===== config.mk =====
export PLATFORM = sky130hd
export DESIGN_NAME = conv_stream_ctrl_flat
export DESIGN_NICKNAME = d
export VERILOG_FILES = /design/src/rtl/bnn_pkg.sv /design/src/rtl/conv_stream_ctrl_if.sv /design/src/rtl/bnn_weight_loader.sv /design/src/rtl/conv_stream_ctrl.sv /design/src/flat_wrapper.sv
export SDC_FILE = /design/constraint.sdc
export NUM_CORES = 1
export LEC_CHECK = 0
export ABC_AREA = 1
export CAP_MARGIN = 20
export CORE_MARGIN = 2
export CORE_UTILIZATION = 38
export CTS_CLUSTER_DIAMETER = 50
export DETAILED_ROUTE_END_ITERATION = 8
export PLACE_DENSITY = 0.89
export SYNTH_ARGS = -nofsm -noshare
export SYNTH_HDL_FRONTEND = slang
export SYNTH_SLANG_ARGS = --single-unit

===== constraint.sdc =====
create_clock -name clk -period 1.8 [get_ports clk]
set_clock_uncertainty 0.05 [all_clocks]
set_input_delay 0.27 -clock clk [delete_from_list [all_inputs] [get_ports clk]]
set_output_delay 0.27 -clock clk [all_outputs]
set_load 0.05 [all_outputs]

===== src/rtl/bnn_pkg.sv =====
// Shared constants, FSM encoding and helpers for the conv_mix stream controller.
// Every block of the controller imports this package.
package bnn_pkg;

    localparam int DATA_W  = 32;
    localparam int W_CNT   = 25;
    localparam int W_AW    = 5;
    localparam int IMG_PIX = 784;
    localparam int IMG_AW  = 10;
    localparam int RES_AW  = 10;
    localparam int N_OUT0  = 144;
    localparam int N_OUT1  = 16;

    typedef enum logic [2:0] {
        ST_IDLE,
        ST_W_PRE,
        ST_W_LOAD,
        ST_RUN,
        ST_FIN
    } ctrl_state_e;

    // Number of results a complete run must produce for the selected layer.
    function automatic logic [RES_AW:0] exp_results(input logic layer);
        return layer ? (RES_AW+1)'(N_OUT1) : (RES_AW+1)'(N_OUT0);
    endfunction

endpackage


===== src/rtl/conv_stream_ctrl_if.sv =====
// conv_mix side handshake: start, weight load, pixel request/response and results.
// The master modport is the controller and the slave modport is the conv_mix engine.
interface conv_stream_ctrl_if #(
    parameter int DATA_W = bnn_pkg::DATA_W
);

    logic              start;
    logic              state;
    logic              weight_en;
    logic              weight;
    logic [DATA_W-1:0] din;
    logic              din_ready;
    logic              ovalid;
    logic              done;
    logic [DATA_W-1:0] dout;

    modport master (
        output start, state, weight_en, weight, din,
        input  din_ready, ovalid, done, dout
    );

    modport slave (
        input  start, state, weight_en, weight, din,
        output din_ready, ovalid, done, dout
    );

endinterface


===== src/rtl/bnn_weight_loader.sv =====
// Prefetching weight-RAM sequencer: presents address 0 during W_PRE, then keeps the
// address one word ahead of the returning data while the binarized bits stream out.
module bnn_weight_loader
    import bnn_pkg::*;
(
    input  logic            clk,
    input  logic            rstn,
    input  logic            pre_i,
    input  logic            load_i,
    input  logic            w_sign_i,
    output logic [W_AW-1:0] w_addr_o,
    output logic            weight_en_o,
    output logic            weight_o,
    output logic            last_o
);

    localparam logic [W_AW-1:0] ADDR_LAST = W_AW'(W_CNT);

    logic [W_AW-1:0] w_addr_q, w_addr_d;

    // While loading, the address is always one past the word on the RAM output,
    // so the final word is on the bus when the address reads W_CNT.
    assign last_o = load_i && (w_addr_q == ADDR_LAST);

    always_comb begin
        // NOTE: every _d is given a default first so no path leaves it unassigned and no latch is inferred.
        w_addr_d = '0;
        if (pre_i) begin
            w_addr_d = W_AW'(1);
        end else if (load_i && !last_o) begin
            w_addr_d = w_addr_q + 1'b1;
        end
    end

    always_ff @(posedge clk) begin
        // NOTE: non-blocking assignment so every flop samples pre-edge values regardless of block order.
        if (!rstn) begin
            w_addr_q <= '0;
        end else begin
            w_addr_q <= w_addr_d;
        end
    end

    assign w_addr_o    = w_addr_q;
    assign weight_en_o = load_i;
    assign weight_o    = load_i & ~w_sign_i;

endmodule


===== src/rtl/conv_stream_ctrl.sv =====
// On-chip driver for conv_mix: loads binarized weights, streams image pixels on request
// and captures every result into the result RAM, reporting count, finish and error.
module conv_stream_ctrl
    import bnn_pkg::*;
(
    input  logic               clk,
    input  logic               rstn,
    input  logic               go,
    input  logic               mode,
    output logic [W_AW-1:0]    w_addr,
    input  logic [DATA_W-1:0]  w_rdata,
    output logic [IMG_AW-1:0]  img_addr,
    input  logic [DATA_W-1:0]  img_rdata,
    conv_stream_ctrl_if.master cm,
    output logic               res_we,
    output logic [RES_AW-1:0]  res_addr,
    output logic [DATA_W-1:0]  res_wdata,
    output logic               busy,
    output logic               finish,
    output logic [RES_AW:0]    res_count,
    output logic               err
);

    localparam logic [IMG_AW:0] PIX_END   = (IMG_AW+1)'(IMG_PIX);
    localparam logic [RES_AW:0] RES_DEPTH = (RES_AW+1)'(1 << RES_AW);

    ctrl_state_e        state_q, state_d;
    logic               mode_q, mode_d;
    logic [IMG_AW:0]    pix_cnt_q, pix_cnt_d;
    logic               din_ok_q, din_ok_d;
    logic               res_we_q, res_we_d;
    logic [RES_AW-1:0]  res_addr_q, res_addr_d;
    logic [DATA_W-1:0]  res_wdata_q, res_wdata_d;
    logic [RES_AW:0]    res_count_q, res_count_d;
    logic               err_q, err_d;

    logic               load_last;
    logic               pix_avail;
    logic               unused_w_bits;

    // Only the sign bit of a weight word carries information.
    assign unused_w_bits = ^w_rdata[DATA_W-2:0];

    bnn_weight_loader u_weight_loader (
        .clk         (clk),
        .rstn        (rstn),
        .pre_i       (state_q == ST_W_PRE),
        .load_i      (state_q == ST_W_LOAD),
        .w_sign_i    (w_rdata[DATA_W-1]),
        .w_addr_o    (w_addr),
        .weight_en_o (cm.weight_en),
        .weight_o    (cm.weight),
        .last_o      (load_last)
    );

    assign pix_avail = (pix_cnt_q < PIX_END);

    always_comb begin
        state_d     = state_q;
        mode_d      = mode_q;
        pix_cnt_d   = pix_cnt_q;
        din_ok_d    = 1'b0;
        res_we_d    = 1'b0;
        res_addr_d  = res_addr_q;
        res_wdata_d = res_wdata_q;
        res_count_d = res_count_q;
        err_d       = err_q;

        unique case (state_q)
            ST_IDLE: begin
                if (go) begin
                    state_d     = ST_W_PRE;
                    mode_d      = mode;
                    pix_cnt_d   = '0;
                    res_count_d = '0;
                    err_d       = 1'b0;
                end
            end

            ST_W_PRE: state_d = ST_W_LOAD;

            ST_W_LOAD: begin
                if (load_last) state_d = ST_RUN;
            end

            ST_RUN: begin
                // The RAM reads img_addr at this edge; remember whether it was a real pixel.
                din_ok_d = pix_avail;
                if (cm.din_ready && pix_avail) pix_cnt_d = pix_cnt_q + 1'b1;

                // A simultaneous ovalid and done is one result, written once.
                if (cm.ovalid || cm.done) begin
                    if (res_count_q < RES_DEPTH) begin
                        res_we_d    = 1'b1;
                        res_addr_d  = res_count_q[RES_AW-1:0];
                        res_wdata_d = cm.dout;
                        res_count_d = res_count_q + 1'b1;
                    end else begin
                        err_d = 1'b1;
                    end
                end

                if (cm.done) begin
                    state_d = ST_FIN;
                    if (res_count_d != exp_results(mode_q)) err_d = 1'b1;
                end
            end

            ST_FIN: state_d = ST_IDLE;

            default: state_d = ST_IDLE;
        endcase
    end

    always_ff @(posedge clk) begin
        if (!rstn) begin
            state_q     <= ST_IDLE;
            mode_q      <= 1'b0;
            pix_cnt_q   <= '0;
            din_ok_q    <= 1'b0;
            res_we_q    <= 1'b0;
            res_addr_q  <= '0;
            res_wdata_q <= '0;
            res_count_q <= '0;
            err_q       <= 1'b0;
        end else begin
            state_q     <= state_d;
            mode_q      <= mode_d;
            pix_cnt_q   <= pix_cnt_d;
            din_ok_q    <= din_ok_d;
            res_we_q    <= res_we_d;
            res_addr_q  <= res_addr_d;
            res_wdata_q <= res_wdata_d;
            res_count_q <= res_count_d;
            err_q       <= err_d;
        end
    end

    assign busy     = (state_q == ST_W_PRE) || (state_q == ST_W_LOAD) || (state_q == ST_RUN);
    assign cm.start = busy;
    assign cm.state = mode_q;
    assign finish   = (state_q == ST_FIN);

    assign img_addr = pix_cnt_q[IMG_AW-1:0];
    assign cm.din   = din_ok_q ? img_rdata : '0;

    assign res_we    = res_we_q;
    assign res_addr  = res_addr_q;
    assign res_wdata = res_wdata_q;
    assign res_count = res_count_q;
    assign err       = err_q;

endmodule


===== src/flat_wrapper.sv =====
// flat-port wrapper written by rule: the top's interface ports become plain ports
module conv_stream_ctrl_flat import bnn_pkg::*;
  (clk, rstn, go, mode, w_addr, w_rdata, img_addr, img_rdata, res_we, res_addr, res_wdata, busy, finish, res_count, err, cm_start, cm_state, cm_weight_en, cm_weight, cm_din, cm_din_ready, cm_ovalid, cm_done, cm_dout);
  conv_stream_ctrl_if cm_i ();
  input  logic clk;
  input  logic rstn;
  input  logic go;
  input  logic mode;
  output logic [W_AW-1:0] w_addr;
  input  logic [DATA_W-1:0] w_rdata;
  output logic [IMG_AW-1:0] img_addr;
  input  logic [DATA_W-1:0] img_rdata;
  output logic res_we;
  output logic [RES_AW-1:0] res_addr;
  output logic [DATA_W-1:0] res_wdata;
  output logic busy;
  output logic finish;
  output logic [RES_AW:0] res_count;
  output logic err;
  output wire logic [$bits(cm_i.start)-1:0] cm_start;
  output wire logic [$bits(cm_i.state)-1:0] cm_state;
  output wire logic [$bits(cm_i.weight_en)-1:0] cm_weight_en;
  output wire logic [$bits(cm_i.weight)-1:0] cm_weight;
  output wire logic [$bits(cm_i.din)-1:0] cm_din;
  input wire logic [$bits(cm_i.din_ready)-1:0] cm_din_ready;
  input wire logic [$bits(cm_i.ovalid)-1:0] cm_ovalid;
  input wire logic [$bits(cm_i.done)-1:0] cm_done;
  input wire logic [$bits(cm_i.dout)-1:0] cm_dout;
  assign cm_start = cm_i.start;
  assign cm_state = cm_i.state;
  assign cm_weight_en = cm_i.weight_en;
  assign cm_weight = cm_i.weight;
  assign cm_din = cm_i.din;
  assign cm_i.din_ready = cm_din_ready;
  assign cm_i.ovalid = cm_ovalid;
  assign cm_i.done = cm_done;
  assign cm_i.dout = cm_dout;
  conv_stream_ctrl u_core (.clk(clk), .rstn(rstn), .go(go), .mode(mode), .w_addr(w_addr), .w_rdata(w_rdata), .img_addr(img_addr), .img_rdata(img_rdata), .cm(cm_i), .res_we(res_we), .res_addr(res_addr), .res_wdata(res_wdata), .busy(busy), .finish(finish), .res_count(res_count), .err(err));
endmodule

Run 1, M1 wires:
Supply wires on this layer in grey.
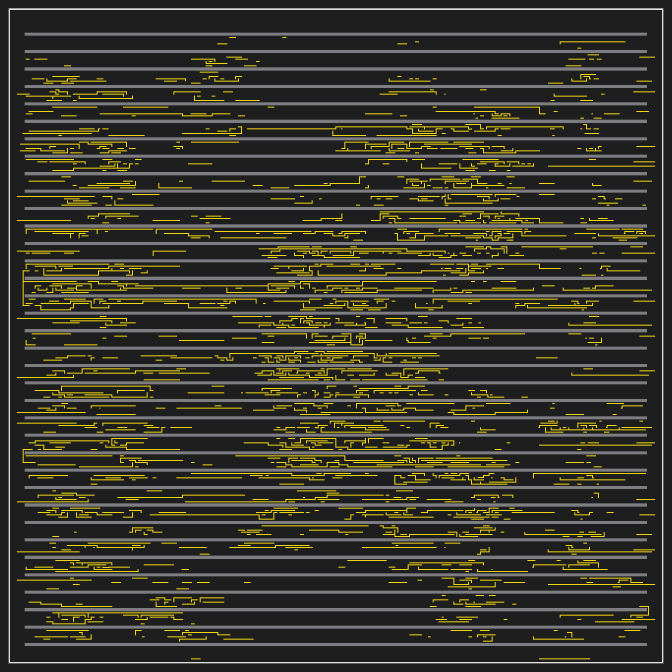
The wires run mostly horizontal. 704 nets have wire on it. The layer holds 38% of the routed length. The longest straight run is 23.0 um. The layer carries 4360 um of wire.
met1 GRT Util: 0.242
via count: 4117

Run 1, metal 4:
Scale bar: 20 um. Supply wires on this layer in grey. Cells faint in the background.
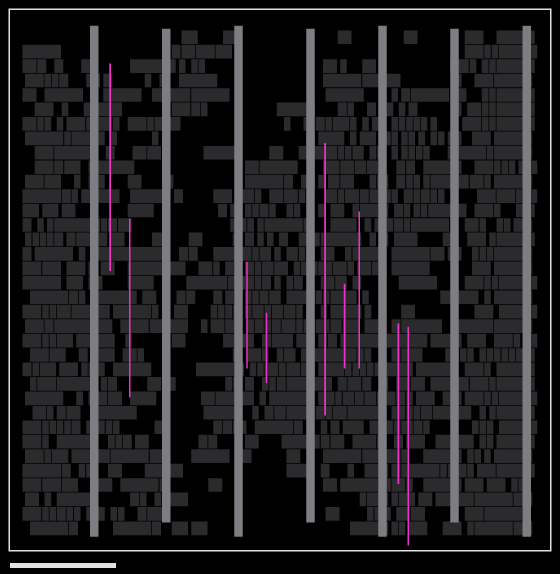
The layer carries 271 um of wire. The longest straight run is 51.0 um.
final wirelength: 11600 um

Run 1, placement by cell class:
Scale bar: 20 um. Fill, decap, tap and diode cells in grey.
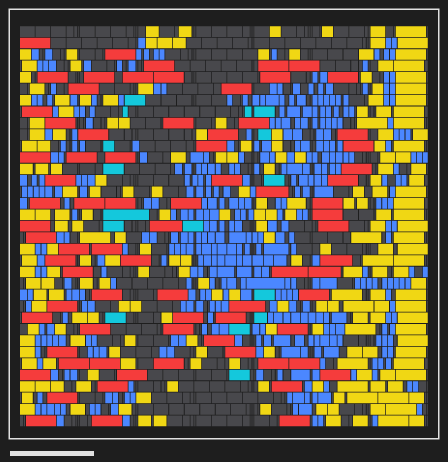
Key: remaining buffers and delay cells = yellow [cells 214]; clock drivers and dummy loads = cyan [cells 16]; remaining logic cells = blue [cells 432]; sequential cells = red [cells 76]
Core ar.: 9240 um^2
final core occ: 0.667
FP Rows: 35
sequential share of cell area: 0.249

Run 1, local utilization:
10 x 10 tiles, from white (low) to dark blue (high), 0 to 100% covered.
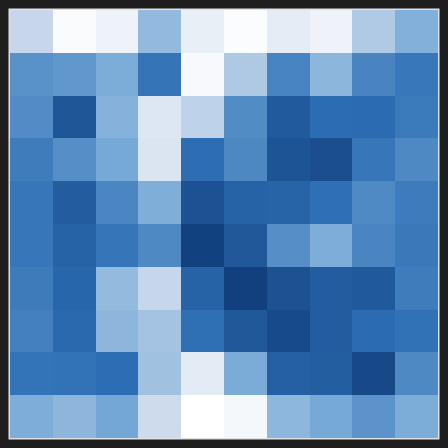
The fullest tile reaches 94%. The mean over all tiles is 58%. 29% of the tiles are over 75% full.
Initial Util: 0.392

==> out/results.txt, run 1 <==
Aoi share = 0.116
CTS root buf = clkbuf_8
Internal power = 0.00307 W
Slew HR = 0.666
Number of cells on the critical path = 6
Tot GR Track Use = 0.225
Power of the combinational group = 0.00152 W
Hold depth = 5
Flops = 76
Clock Sink Count = 76
Initial antenna violation count = 0
Critical path startpoint category = flop
Clock Buffer Count = 11
Hold Slack = 0.348 ns
Fillers = 729
Seq share, synth = 0.420
I/O Pins = 211
Register area = 1530 um^2
Total chip power = 0.00470 W
GRT Residual Overflow = 0
# Taps = 129
Required @ worst endpoint = 1.48 ns
Final worst setup slack = 0.0897 ns
Fin. Hold Viols = 0
Critical path's slowest cell = dfxtp_1
Design area = 6170 um^2
Final Setup Violations = 0
Hold path start = cm_done
DP Wirelength = 9100 um
# placed instances = 848
Yosys reg bits = 76
Hold Path Sink = u_core.err
Finished Layout Cells = 867
Status = finished clean
P_seq = 0.00185 W
Clock insertion delay at the later pin of the skew report = 0.35 ns
Die Height = 102 um
Yosys xor share = 0.00966
F_max = 0.585 GHz
Worst Max-Slew Pin Slew = 0.504 ns
run 1: worst min-delay path: cells and delay by family:
kind / cells / cell delay (ns)
buffers and inverters: 1 / 0.18
and+or+nand+nor: 4 / 0.24
run 1: synthesized netlist by cell type (all sizes together), types with 2 or more instances:
library cell,n,area (um^2)
nand4,7,43.8
inv,72,270
nand3b,3,22.5
nand2,115,447
buf,18,119
xnor2,2,17.5
dfxtp,76,1520
nor4,2,12.5
xor2,2,17.5
o21ai,49,260
ha,4,50.1
nor3,4,20.0
clkbuf,13,48.8
a21oi,26,130
nand3,34,175
nor2,105,422
==> run 2: changes to the inputs <==
--- a/config.mk
+++ b/config.mk
@@ -11,6 +11,7 @@
 export CORE_UTILIZATION = 38
 export CTS_CLUSTER_DIAMETER = 50
 export DETAILED_ROUTE_END_ITERATION = 8
+export GPL_ROUTABILITY_DRIVEN = 0
 export PLACE_DENSITY = 0.89
 export SYNTH_ARGS = -nofsm -noshare
 export SYNTH_HDL_FRONTEND = slang
Run 2, track usage over the die:
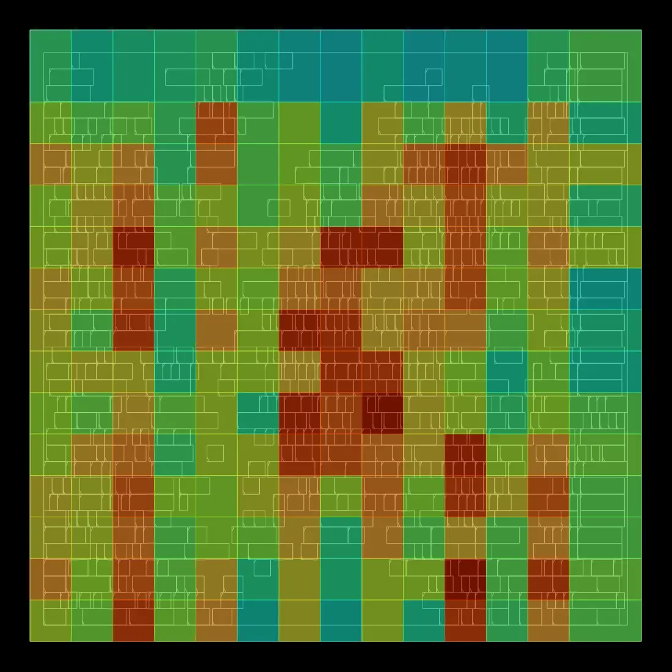
final core occ: 0.669
GR Util met3: 0.0863
met1 GRT Util: 0.238

==> out/results.txt, run 2 <==
Yosys xor share = 0.00966
Via count = 4185
CTS root buf = clkbuf_8
Area leader, netlist = dfxtp_1
Hold path start = u_core.pix_cnt_q[10]
Worst Max-Slew Pin Slew = 0.515 ns
Hold Path Sink = u_core.pix_cnt_q[10]
Aoi share = 0.116
P_seq = 0.00185 W
Sequential share of cell area = 0.248
Status = finished clean
Final Setup Violations = 0
# Taps = 129
Seq share, synth = 0.420
Number of cells on the critical path = 6
Area leader share = 0.420
# placed instances = 848
Clock Buffer Count = 12
F_max = 0.583 GHz
DP Wirelength = 9290 um
Initial Util = 0.392
Final wirelength = 11700 um
FP Rows = 35
Finished Layout Cells = 867
Hold depth = 2
Clock insertion delay at the later pin of the skew report = 0.34 ns
==> run 2: worst reg2reg max path, delay by kind of cell, from the launching register on <==
kind            cells  cell delay [ns]
simple gates       10             0.82
flops               1             0.40
fa+ha+maj           1             0.17
compound gates      1             0.14
==> run 2: per-layer routing <==
metal	global-route usage	up-vias
met1	0.238	1873
met3	0.0863	21
met5	0	-
met4	0.0665	0
met2	0.426	221
li1	-	2070
==> run 2: metrics by stage <==
step / area, um^2 / setup WS [ns]
after floorplan: 3640 / -0.00987
after global placement: 5920 / -0.176
after detailed placement: 5920 / -0.259
after CTS: 6120 / 0.0104
after global routing: 6180 / -0.00840
final: 6180 / 0.0846
Power and IR drop assume default switching activity.
